--- src/rtl/instruction_fetch_unit_if.sv ---
// instruction_fetch_unit_if
//   Bundles the fetch unit's memory read port and its decoder-facing output.
//   Vectors use bit 0 as the MSB.
//   master : the fetch unit (drives memReq_o/memAddress_o and the decoder outputs)
//   slave  : memory + decoder side (drives ready/valid/data and stall)
//   Signals:
//     memReq_o, memAddress_o       read request and its address
//     memReady_i                   memory accepts the request this cycle
//     memValid_i, memData_i        read response
//     stall_i                      decoder cannot accept this cycle
//     instruction_o, address_o     instruction word and its address to the decoder
//     enable_o                     one-cycle valid for instruction_o/address_o
interface instruction_fetch_unit_if #(
  parameter int instructionWidth = 32,
  parameter int addressSize      = 64
);
  logic                          memReq_o;
  logic [0:addressSize-1]        memAddress_o;
  logic                          memReady_i;
  logic                          memValid_i;
  logic [0:instructionWidth-1]   memData_i;
  logic                          stall_i;
  logic [0:instructionWidth-1]   instruction_o;
  logic [0:addressSize-1]        address_o;
  logic                          enable_o;

  modport master (
    output memReq_o, memAddress_o, instruction_o, address_o, enable_o,
    input  memReady_i, memValid_i, memData_i, stall_i
  );

  modport slave (
    input  memReq_o, memAddress_o, instruction_o, address_o, enable_o,
    output memReady_i, memValid_i, memData_i, stall_i
  );
endinterface

--- src/rtl/instruction_fetch_unit.sv ---
// instruction_fetch_unit
//   Fetches sequential instruction words from memory (one outstanding read at
//   a time), buffers them with their addresses in a small FIFO and hands them
//   to the decoder one per cycle when it is not stalled. A redirect flushes the
//   FIFO, restarts fetching at a word-aligned new PC and drops any in-flight
//   response. Vectors use bit 0 as the MSB.
//   Ports:
//     clock_i            clock, rising edge
//     reset_i            synchronous active-low reset
//     redirect_i         branch/flush request
//     redirectAddress_i  new fetch PC (low two bits ignored)
//     bus                memory request/response and decoder output (master)
//   queueDepth must be a power of two, at least 2.
module instruction_fetch_unit #(
  parameter int                     instructionWidth = 32,
  parameter int                     addressSize      = 64,
  parameter int                     queueDepth       = 4,
  parameter logic [0:addressSize-1] resetVector      = '0
) (
  input  logic                   clock_i,
  input  logic                   reset_i,
  input  logic                   redirect_i,
  input  logic [0:addressSize-1] redirectAddress_i,
  instruction_fetch_unit_if.master bus
);

  localparam int PTR_W = $clog2(queueDepth);
  localparam int CNT_W = PTR_W + 1;
  localparam logic [CNT_W-1:0] DEPTH = CNT_W'(queueDepth);

  typedef enum logic [1:0] {IDLE, REQ, WAIT, DISCARD} state_t;

  state_t                      state_q, state_d;
  logic [0:addressSize-1]      pc_q;
  logic [0:addressSize-1]      redirect_pc;
  logic [0:instructionWidth-1] q_instr [queueDepth];
  logic [0:addressSize-1]      q_addr  [queueDepth];
  logic [PTR_W-1:0]            rd_ptr_q, wr_ptr_q;
  logic [CNT_W-1:0]            count_q;
  logic                        push, pop;

  // Redirect targets are forced word-aligned (bit 0 is the MSB, so the two
  // least significant bits are the highest indices).
  always_comb begin
    redirect_pc = redirectAddress_i;
    redirect_pc[addressSize-2:addressSize-1] = 2'b00;
  end

  // A request is only started when a FIFO slot is free; nothing else pushes,
  // so that slot stays reserved until the response lands.
  always_comb begin
    state_d = state_q;
    push    = 1'b0;
    unique case (state_q)
      IDLE: begin
        if (count_q < DEPTH) state_d = REQ;
      end
      REQ: begin
        if (redirect_i)            state_d = bus.memReady_i ? DISCARD : IDLE;
        else if (bus.memReady_i)   state_d = WAIT;
      end
      WAIT: begin
        // A response coinciding with a redirect is the stale one: drop it.
        if (bus.memValid_i) begin
          state_d = IDLE;
          push    = !redirect_i;
        end else if (redirect_i) begin
          state_d = DISCARD;
        end
      end
      DISCARD: begin
        // The response still owed to memory ends the discard, even when a
        // further redirect arrives in the same cycle.
        if (bus.memValid_i) state_d = IDLE;
      end
      default: state_d = IDLE;
    endcase
  end

  assign pop = !bus.stall_i && (count_q != '0) && !redirect_i;

  assign bus.memReq_o     = (state_q == REQ);
  assign bus.memAddress_o = (state_q == REQ) ? pc_q : '0;

  // Control, PC and decoder output registers
  always_ff @(posedge clock_i) begin
    if (!reset_i) begin
      state_q           <= IDLE;
      pc_q              <= resetVector;
      rd_ptr_q          <= '0;
      wr_ptr_q          <= '0;
      count_q           <= '0;
      bus.enable_o      <= 1'b0;
      bus.instruction_o <= '0;
      bus.address_o     <= '0;
    end else begin
      state_q <= state_d;
      if (redirect_i) begin
        pc_q     <= redirect_pc;
        rd_ptr_q <= '0;
        wr_ptr_q <= '0;
        count_q  <= '0;
      end else begin
        if (push) begin
          wr_ptr_q <= wr_ptr_q + PTR_W'(1);
          pc_q     <= pc_q + addressSize'(4);
        end
        if (pop) rd_ptr_q <= rd_ptr_q + PTR_W'(1);
        case ({push, pop})
          2'b10:   count_q <= count_q + CNT_W'(1);
          2'b01:   count_q <= count_q - CNT_W'(1);
          default: count_q <= count_q;
        endcase
      end
      bus.enable_o <= pop;
      if (pop) begin
        bus.instruction_o <= q_instr[rd_ptr_q];
        bus.address_o     <= q_addr[rd_ptr_q];
      end
    end
  end

  // FIFO storage; contents are only meaningful below count_q
  always_ff @(posedge clock_i) begin
    if (push) begin
      q_instr[wr_ptr_q] <= bus.memData_i;
      q_addr[wr_ptr_q]  <= pc_q;
    end
  end

endmodule
--- src/flat_wrapper.sv ---
// flat-port wrapper written by rule: the top's interface ports become plain ports
module instruction_fetch_unit_flat 
#(
  parameter int                     instructionWidth = 32,
  parameter int                     addressSize      = 64,
  parameter int                     queueDepth       = 4,
  parameter logic [0:addressSize-1] resetVector      = '0
)
  (clock_i, reset_i, redirect_i, redirectAddress_i, bus_memReq_o, bus_memAddress_o, bus_instruction_o, bus_address_o, bus_enable_o, bus_memReady_i, bus_memValid_i, bus_memData_i, bus_stall_i);
  instruction_fetch_unit_if #(.instructionWidth(instructionWidth), .addressSize(addressSize)) bus_i ();
  input  logic clock_i;
  input  logic reset_i;
  input  logic redirect_i;
  input  logic [0:addressSize-1] redirectAddress_i;
  output wire logic [$bits(bus_i.memReq_o)-1:0] bus_memReq_o;
  output wire logic [$bits(bus_i.memAddress_o)-1:0] bus_memAddress_o;
  output wire logic [$bits(bus_i.instruction_o)-1:0] bus_instruction_o;
  output wire logic [$bits(bus_i.address_o)-1:0] bus_address_o;
  output wire logic [$bits(bus_i.enable_o)-1:0] bus_enable_o;
  input wire logic [$bits(bus_i.memReady_i)-1:0] bus_memReady_i;
  input wire logic [$bits(bus_i.memValid_i)-1:0] bus_memValid_i;
  input wire logic [$bits(bus_i.memData_i)-1:0] bus_memData_i;
  input wire logic [$bits(bus_i.stall_i)-1:0] bus_stall_i;
  assign bus_memReq_o = bus_i.memReq_o;
  assign bus_memAddress_o = bus_i.memAddress_o;
  assign bus_instruction_o = bus_i.instruction_o;
  assign bus_address_o = bus_i.address_o;
  assign bus_enable_o = bus_i.enable_o;
  assign bus_i.memReady_i = bus_memReady_i;
  assign bus_i.memValid_i = bus_memValid_i;
  assign bus_i.memData_i = bus_memData_i;
  assign bus_i.stall_i = bus_stall_i;
  instruction_fetch_unit #(.instructionWidth(instructionWidth), .addressSize(addressSize), .queueDepth(queueDepth), .resetVector(resetVector)) u_core (.clock_i(clock_i), .reset_i(reset_i), .redirect_i(redirect_i), .redirectAddress_i(redirectAddress_i), .bus(bus_i));
endmodule
--- config.mk ---
export PLATFORM = sky130hd
export DESIGN_NAME = instruction_fetch_unit_flat
export DESIGN_NICKNAME = d
export VERILOG_FILES = /design/src/rtl/instruction_fetch_unit_if.sv /design/src/rtl/instruction_fetch_unit.sv /design/src/flat_wrapper.sv
export SDC_FILE = /design/constraint.sdc
export NUM_CORES = 1
export LEC_CHECK = 0
export CAP_MARGIN = 15
export CORE_MARGIN = 2
export CORE_UTILIZATION = 54
export CTS_CLUSTER_SIZE = 40
export DETAILED_ROUTE_END_ITERATION = 6
export GPL_TIMING_DRIVEN = 0
export PLACE_DENSITY_LB_ADDON = 0.08
export SLEW_MARGIN = 10
export SYNTH_ARGS = -nofsm -noshare
export SYNTH_HDL_FRONTEND = slang
export SYNTH_SLANG_ARGS = --single-unit
--- constraint.sdc ---
create_clock -name clock_i -period 5.5 [get_ports clock_i]
set_input_delay 1.1 -clock clock_i [delete_from_list [all_inputs] [get_ports clock_i]]
set_output_delay 1.1 -clock clock_i [all_outputs]
set_load 0.005 [all_outputs]
==> results_dict.tcl, run 1 <==
# place-and-route summary
set metrics [dict create \
    cp_num_buf_inv 3 \
    worst_pin_slew_ps 1160 \
    slowest_stage "clkbuf_1" \
    fp_util_pct 54.8 \
    powerClk_mw 3.65 \
    combinationalPowerShare_pct 3.8 \
    cts_tree "built" \
    crit_family "buffers and inverters" \
    nFillCells 2774 \
    cts_inserted_buffers 54 \
    antenna_found_initial 4 \
    syn_area_per_cell_um2 14.3 \
    nClkBuffers 72 \
    htree_levels 2 \
    finalCriticalPeriod_ps 4210 \
    worstSkewPairLatency_ps 590 \
    skew_ps 14.0 \
    pwr-share-clk_pct 43.1 \
    top_register "u_core.q_addr" \
    area_leaders "edfxtp_1 53%, dfxtp_1 16%, mux4_2 10%, nand2_1 4.0%, a21oi_1 2.9%" \
    synth-edff-count 376 \
    clock-sinks 542 \
    wl_met3_mm 3.79 \
    run_status "finished, final reports clean" \
    sh_seq_area_pct 55.3 \
    final_cell_area_mm2 0.0264 \
    fin_ws_ps 1290 \
    maxCapViolations 0 \
    flops 542 \
    powerComb_mw 0.318 \
    grt_pass1_vias 13500 \
    dieArea_mm2 0.0409 \
    comb_share_pct 23.4 \
    cp_cell_sequence "nor2b_1 -> clkbuf_1 -> clkbuf_1 -> and2_1 -> clkdlybuf4s50_1" \
    grtUsageTotal_pct 25.7 \
    buf_share_pct 11.9 \
    path_max_fanout 10 \
    yosys_area_mm2 0.0212 \
    setup_viol 0 \
    total_power_mw 8.47 \
    p_seq_share_pct 53.1 \
    syn-cell-area_mm2 0.0212 \
]
==> run 1: path summary, 6_finish.rpt <==
check,from,to,slack (ps),cells after the start
max,u_core.state_q[0]$_SDFFE_PN0P_,bus_memAddress_o[46],1290,5
min,u_core.bus.instruction_o[28]$_SDFFE_PN0P_,u_core.bus.instruction_o[28]$_SDFFE_PN0P_,450,2
max reg2reg,u_core.pc_q[60]$_SDFFE_PN0P_,u_core.pc_q[7]$_SDFFE_PN0P_,2190,8
min reg2reg,u_core.bus.instruction_o[28]$_SDFFE_PN0P_,u_core.bus.instruction_o[28]$_SDFFE_PN0P_,450,2
==> run 1: layout by cell type (no fill, tap or decap), types with 5 or more instances in the layout <==
master           instances
clkinv_2                 5
buf_1                   17
nor2_1                  24
or4_1                   18
o211a_1                  9
o31ai_1                 11
nand2b_1                 8
a21oi_1                122
nor3_1                  11
ha_1                     6
nand3_1                 22
nor4_1                  24
dfxtp_1                166
and2_1                  69
clkinv_1                14
xnor2_1                 32
mux4_2                  94
edfxtp_1               376
clkbuf_16               56
clkbuf_1                85
nand2_1                224
a31oi_1                 18
clkdlybuf4s50_1        256
o21ai_0                 54
xor2_1                  11
or3_1                   11
inv_1                   14
clkbuf_8                 6
nand4_1                 21
==> run 1: through the flow <==
step / setup TNS (ps) / hold WS [ps]
floorplan: 0 / 453
global placement: -541500 / 442
detailed placement: 0 / 446
CTS: 0 / 454
global route: 0 / 475
finish: 0 / 454
==> run 1: cell families (layout without fill, tap and decap cells) <==
family	Yosys count	after routing	share of synthesized area, %
and+or+nand+nor	457	457	10.7
buffers and inverters	116	481	2.17
muxes	97	97	10.1
AOI/OAI and AO/OA	226	226	5.98
adders and majority gates	7	7	0.448
other	1	6	0.0177
xor gates and xnor gates	43	43	1.77
DFF	542	542	68.8
run_1/logic_types.png
Drawn at 2 px/um.
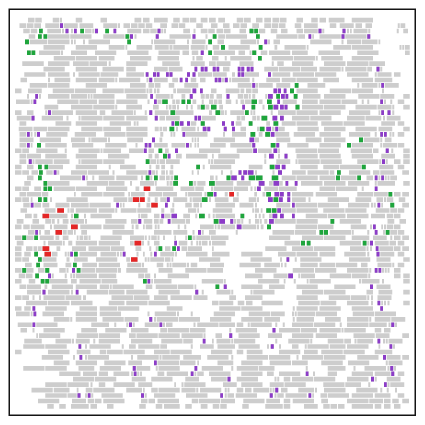
| color | family | cells |
|---|---|---|
| green | AND and OR gates | 116 |
| purple | inverting AOI/OAI gates | 213 |
| red | AND-OR and OR-AND gates | 13 |

run_1/placement_by_type.png
Drawn at 2 px/um. Fill, decap, tap and diode cells in gray.
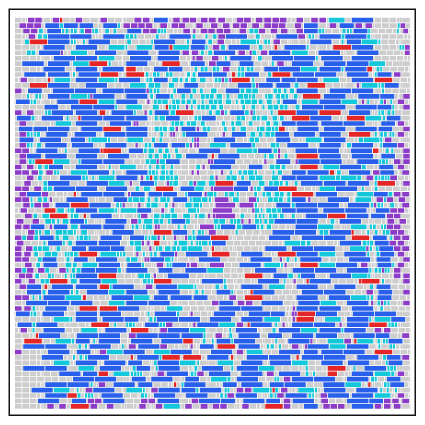
| color | class | cells | share of their area |
|---|---|---|---|
| purple | other buffers and delay cells | 364 | 12% |
| red | clock drivers and dummy loads | 101 | 6.9% |
| cyan | combinational and other logic | 850 | 24% |
| blue | flops | 542 | 57% |

run_1/congestion.png
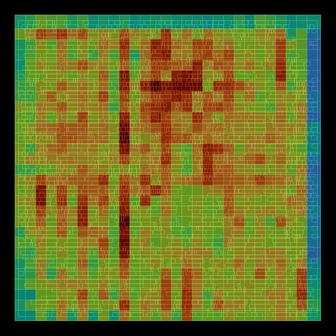
WL/cell: 22.1 um
gr busiest metal: met2

## Run 2: what changed since run 1
==> constraint.sdc (replaced) <==
create_clock -name clock_i -period 3.9 [get_ports clock_i]
set_input_delay 0.78 -clock clock_i [delete_from_list [all_inputs] [get_ports clock_i]]
set_output_delay 0.78 -clock clock_i [all_outputs]
set_load 0.005 [all_outputs]
==> results_dict.tcl, run 2 <==
# place-and-route summary
set metrics [dict create \
    routedWlPerCell_um 22.2 \
    p_seq_share_pct 53.4 \
    worst_pin_slew_ps 1080 \
    antenna_found_initial 3 \
    ff2ff_setup_slack_ps 430 \
    synthMuxAreaShare_pct 10.1 \
    syn-cell-area_mm2 0.0212 \
    worst-r2r-cell-count 8 \
    synth-compound-area-share_pct 5.98 \
    timing.rr.start "u_core.pc_q[60]$_SDFFE_PN0P_" \
    pwr-share-clk_pct 42.8 \
    total_power_mw 11.9 \
    crit_start "u_core.state_q[0]$_SDFFE_PN0P_" \
    synth-edff-count 376 \
    grt.busiest_layer "met2" \
    maxCapViolations 0 \
    run_status "finished, final reports clean" \
    clock-sinks 542 \
    finalSetupTns_ps 0 \
    nFillCells 2780 \
    grt_pass1_vias 13700 \
    fp_util_pct 54.8 \
    yosys_area_mm2 0.0212 \
]
run 2: metal layers:
metal	vias up	wire (um)
met5	-	16
met4	2	1520
met3	96	3680
met2	525	25200
li1	6240	-
met1	6829	22300
run 2: worst max-delay path, stage by stage (launching register included):
cell,delay (ps)
dfxtp_1,370
nor2b_1,310
clkbuf_2,450
clkbuf_1,390
and2_1,250
clkdlybuf4s50_1,520
run 2: how the worst max path moves through the flow:
| stage | cells past startpoint | slack [ps] | endpoint |
|---|---|---|---|
| after CTS | 5 | 210 | bus_memAddress_o[47] |
| after global placement | 5 | -790 | u_core.q_instr[0][13]$_DFFE_PP_ |
| after global routing | 5 | 120 | bus_memAddress_o[50] |
| after detailed placement | 11 | -180 | u_core.count_q[2]$_SDFFE_PP0P_ |
| final | 5 | 240 | bus_memAddress_o[50] |
| after floorplan | 11 | 800 | u_core.count_q[2]$_SDFFE_PP0P_ |
run 2: cell families (layout without fill, tap and decap cells):
| kind of cell | after synthesis | after routing |
|---|---|---|
| fa+ha+maj | 7 | 7 |
| mux | 97 | 97 |
| simple gates | 457 | 457 |
| buf+inv | 116 | 478 |
| other cells | 1 | 6 |
| flops | 542 | 542 |
| compound gates | 226 | 226 |
| xor+xnor | 43 | 43 |
run 2: cell type report:
| cell class | count | share of cell area, % |
|---|---|---|
| clock buffers | 70 | 5.66 |
| plain buffers | 100 | 1.53 |
| repair buffers | 262 | 10.3 |
| well taps | 518 | 2.46 |
| flip-flops and latches | 542 | 55.4 |
| diodes | 2 | 0.0190 |
| inverters | 16 | 0.228 |
| multi-input cells | 834 | 23.4 |
| clock inverters | 30 | 0.978 |
run_2/sizes.png
Drawn at 2 px/um.
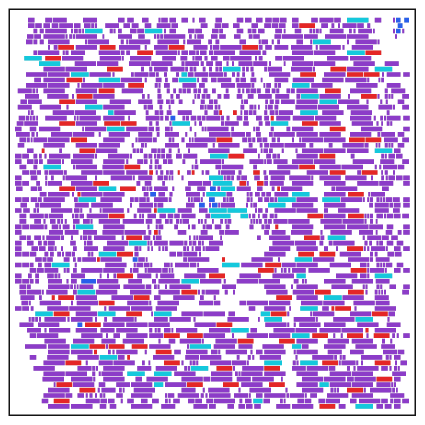
| color | size | cells |
|---|---|---|
| blue | _3 and _4 cells | 13 |
| purple | _0 and _1 cells | 1,651 |
| cyan | _6 and larger | 74 |
| red | _2 cells | 116 |
Area Overhead vs Synth: 24.2%
Final Cell Area: 0.0264 mm^2
setup ws final: 241 ps

run_2/logic_types.png
Drawn at 2 px/um.
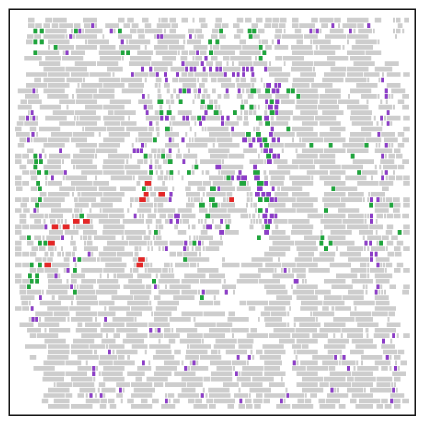
| color | family | cells |
|---|---|---|
| green | AND and OR gates | 116 |
| red | AND-OR and OR-AND gates | 13 |
| purple | inverting AOI/OAI gates | 213 |
final cell count without fillers: 2,374
Commonest Layout Cell: edfxtp_1
Comb area share: 23.4%

run_2/layer_met3.png
Drawn at 2 px/um.
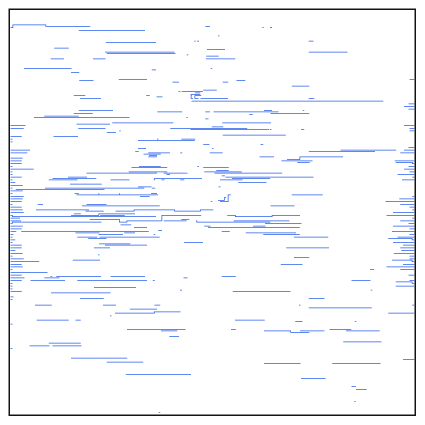
main direction: horizontal
wire length on this layer: 3,680 um
longest straight run: 95.7 um
share of all routed wire: 7.0%
Vias: 13,700
met3 GRT Util: 4.77%

Power and IR drop assume default switching activity.
